### Layout detail

Region (0, 42) to (50, 92) um. Cells in grey, sequential cells in the stronger grey; small squares are vias.
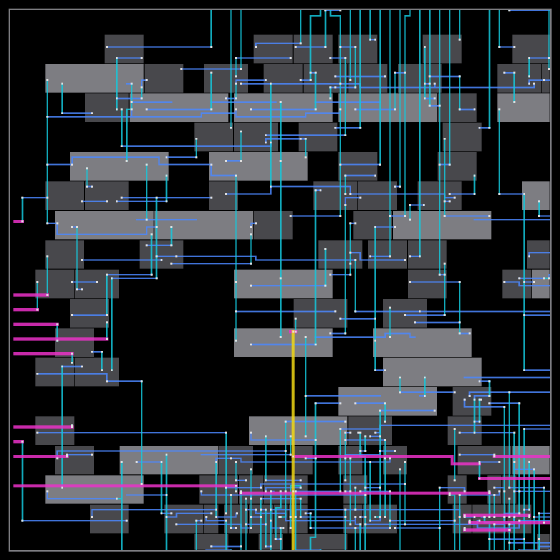
### PDN straps and rails

Pins as bars on the die edge.
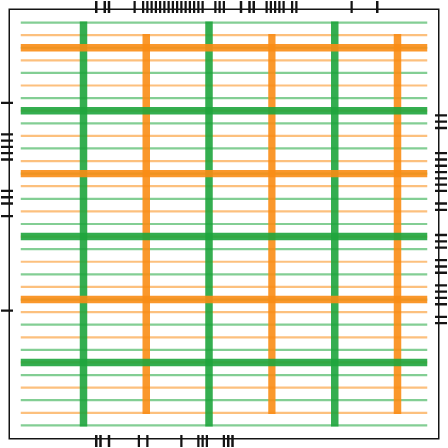
==> config.mk <==
export PLATFORM = sky130hd
export DESIGN_NAME = bitty_fetch
export DESIGN_NICKNAME = d
export VERILOG_FILES = /design/src/rtl/bitty_pkg.sv /design/src/rtl/bitty_fetch_watchdog.sv /design/src/rtl/bitty_fetch.sv
export SDC_FILE = /design/constraint.sdc
export NUM_CORES = 1
export LEC_CHECK = 0
export CAP_MARGIN = 20
export CORE_MARGIN = 2
export CORE_UTILIZATION = 30
export CTS_BUF_LIST = sky130_fd_sc_hd__clkbuf_4 sky130_fd_sc_hd__clkbuf_8
export DETAILED_ROUTE_END_ITERATION = 10
export PLACE_DENSITY = 0.58
export SYNTH_ARGS = -nofsm -noshare
export SYNTH_HDL_FRONTEND = slang
export SYNTH_SLANG_ARGS = --single-unit
==> constraint.sdc <==
create_clock -name clk -period 3.3 [get_ports clk]
set_input_delay 0.99 -clock clk [delete_from_list [all_inputs] [get_ports clk]]
set_output_delay 0.99 -clock clk [all_outputs]
set_load 0.02 [all_outputs]
==> flow_metrics.env <==
# physical design summary
export IMPL_ys_sh_aoi_pct=14.38
export IMPL_hold_class="register to register"
export IMPL_holdPathStages=1
export IMPL_clock_sinks=44
export IMPL_ys_sh_mux_pct=8.045
export IMPL_rsz0062_at_grt="no"
export IMPL_row_count=32
export IMPL_final_cell_mix="clkdlybuf4s50_1 (78), dfrtp_1 (44), nor2_1 (16)"
export IMPL_cp_arrival_ps=1750
export IMPL_holdBufCountCts=0
export IMPL_total_power_w=0.002489
export IMPL_area_delta_synth_final_pct=39.53
export IMPL_most_common_cell="dfrtp_1"
export IMPL_yosysTopAreaCell="dfrtp_1"
export IMPL_antennaDiodeCount=0
export IMPL_period_needed_ps=2737
export IMPL_synthesis_area_um2=2349
export IMPL_ys_warn_count=0
export IMPL_peakVddDrop_v=0.0002773
export IMPL_timing_critical_path_required_ps=2310
export IMPL_finalSetupTns_ps=0
export IMPL_worst_path_max_fanout=8
export IMPL_htree_levels=2
export IMPL_syn_avg_cell_area_um2=10.53
export IMPL_path_clk_slew_ps=80
export IMPL_power_density_nw_per_um2=759.6
export IMPL_num_io_pins=81
export IMPL_top_cells_by_count="dfrtp_1 (44), nor2_1 (16), mux2_2 (15)"
export IMPL_xor_share_pct=1.119
export IMPL_clk_latency_ps=300
export IMPL_io_buffer_count=79
export IMPL_cts_resized_gates=0
export IMPL_grt_usage_pct=14.15
export IMPL_root_buffer="clkbuf_8"
export IMPL_end_kind="output pin"
export IMPL_grt_pass1_vias=1953
export IMPL_worstRegToRegCells=5
export IMPL_layout_drive_gt1_share_pct=15.44
export IMPL_top_logic_kind="simple AND/OR/NAND/NOR gates"
export IMPL_synth_cells=223
export IMPL_drv_slew=0
export IMPL_reg2reg_slack_ps=1200
export IMPL_yosysCellCount=223
export IMPL_max_freq_mhz=365.3
export IMPL_synth_top_area_share_pct=46.88
export IMPL_wire_per_inst_um=14.80
export IMPL_syn_num_nets=253
export IMPL_fin_skew_ps=4.202
export IMPL_tritoncts="built"
export IMPL_routed_wirelength_mm=5.919
export IMPL_adder_share_pct=1.066
export IMPL_critical_path_slowest_cell="clkdlybuf4s50_1"
export IMPL_fin_nets=327
export IMPL_ys_area_um2=2349
export IMPL_antenna_found_initial=0
export IMPL_async_reset_ff_share_pct=100.0
export IMPL_place_congestion=0.8185
export IMPL_overflow=0
export IMPL_cp_cell_sequence="or2b_4 > nor2_1 > clkdlybuf4s50_1"
export IMPL_drt_pass1_iter_count=4
export IMPL_critPathLaunchType="register"
export IMPL_clock_path_buffers=2
export IMPL_initial_core_util_pct=30.71
export IMPL_maxCapViolCount=0
export IMPL_postRouteAntennaNets=0
export IMPL_n_fill_cell=731
export IMPL_edf_count=0
export IMPL_finalHoldViolCount=0
export IMPL_p_leak_nw=1.312
export IMPL_synth_flops=44
export IMPL_netlist_top_cells_area="dfrtp_1 (47%), mux2_2 (7.2%), buf_4 (2.9%)"
export IMPL_synth_simple_area_share_pct=21.36
export IMPL_warning_count=26
export IMPL_flop_cell="dfrtp_1"
export IMPL_mostFrequentLayoutCell="clkdlybuf4s50_1"
export IMPL_cts_setup_buffers=0
export IMPL_postSynthSeqShare_pct=46.88
export IMPL_die_area_um2=8552
export IMPL_run_status="finished clean"
export IMPL_dr_first_iter_drc_count=128
export IMPL_critPathKind="register to output pin"
export IMPL_setup_viol=0
export IMPL_grt_max_degree=30
export IMPL_grt_pass1_wl_mm=9.749
export IMPL_utilization_pct=42.85
export IMPL_post_dp_hpwl_mm=4.282
export IMPL_viasPerCell=5.023
export IMPL_cts_buffers=5
export IMPL_vias=2009
export IMPL_finalClockPeriodUsage_pct=82.95
export IMPL_cpPeakStageDelay_ps=620
export IMPL_drc_errors=0
export IMPL_ys_types=52
-- 'Layout detail' (at the start) --
| layer | colour |
|---|---|
| met2 | cyan |
| met1 | blue |
| met4 | yellow |
| met3 | magenta |
cells with their middle in the window: 96
most frequent: clkdlybuf4s50_1 (32), dfrtp_1 (18), mux2_2 (14)
sequential cells in the window: 18

-- 'PDN straps and rails' (at the start) --
| net | colour |
|---|---|
| VDD | orange |
| VSS | green |
met4 straps: 6
signal pins: 81
met1 rails: 33
rows: 32
die height: 92.48 um
die width: 92.48 um
area of the core: 7647 um2

## critical path: cells and delay by family (launching register included)
family                 cells  cell delay, ps
buffers and inverters      1             620
AND/OR/NAND/NOR            2             410
flip-flops                 1             420
## area by class of cell
cell class              count  area [um2]  area share (%)
clock buffers               6       82.58           2.520
clock inverters             2       10.01          0.3055
inverters                   7       26.28          0.8018
multi-input cells         152        1084           33.07
flip-flops and latches     44        1101           33.60
well taps                 102       127.6           3.895
repair buffers             87       845.8           25.81
## stage by stage
stage | instance area [um2] | setup WS (ps) | cells | hold WS, ps
floorplan | 2349 | 1071 | 223 | 461.8
global placement | 3184 | 458.4 | 392 | 478.3
detailed placement | 3184 | 432.6 | 392 | 476.3
CTS | 3277 | 543.5 | 400 | 500.6
global route | 3277 | 475.4 | 400 | 523.2
finish | 3277 | 562.6 | 400 | 497.0
## where the power goes
part	switching, W	internal [W]	leakage (nW)	total (W)
Clock	0.000190	0.000167	0.0510	0.000357
Sequential	0.000147	0.000714	0.554	0.000861
Combinational	0.000621	0.000649	0.707	0.00127
Total	0.000959	0.00153	1.31	0.00249
## cells by family (layout without fill, tap and decap cells)
| logic type | Yosys count | after routing |
|---|---|---|
| xor gates and xnor gates | 3 | 3 |
| DFF | 44 | 44 |
| buffers and inverters | 27 | 102 |
| other | 1 | 1 |
| muxes | 17 | 17 |
| adders and majority gates | 2 | 2 |
| and+or+nand+nor | 89 | 89 |
| AOI/OAI and AO/OA | 40 | 40 |
## layer usage
| layer | track usage [%] | share of wire (%) | vias to the layer above |
|---|---|---|---|
| li1 | - | - | 977 |
| met3 | 2.848 | 5.8 | 7 |
| met1 | 18.90 | 46 | 962 |
| met5 | 0 | 0 | - |
| met2 | 22.93 | 47 | 63 |
| met4 | 4.726 | 1.3 | 0 |
Power figures rest on the tool's default switching activity, not on a simulated workload.
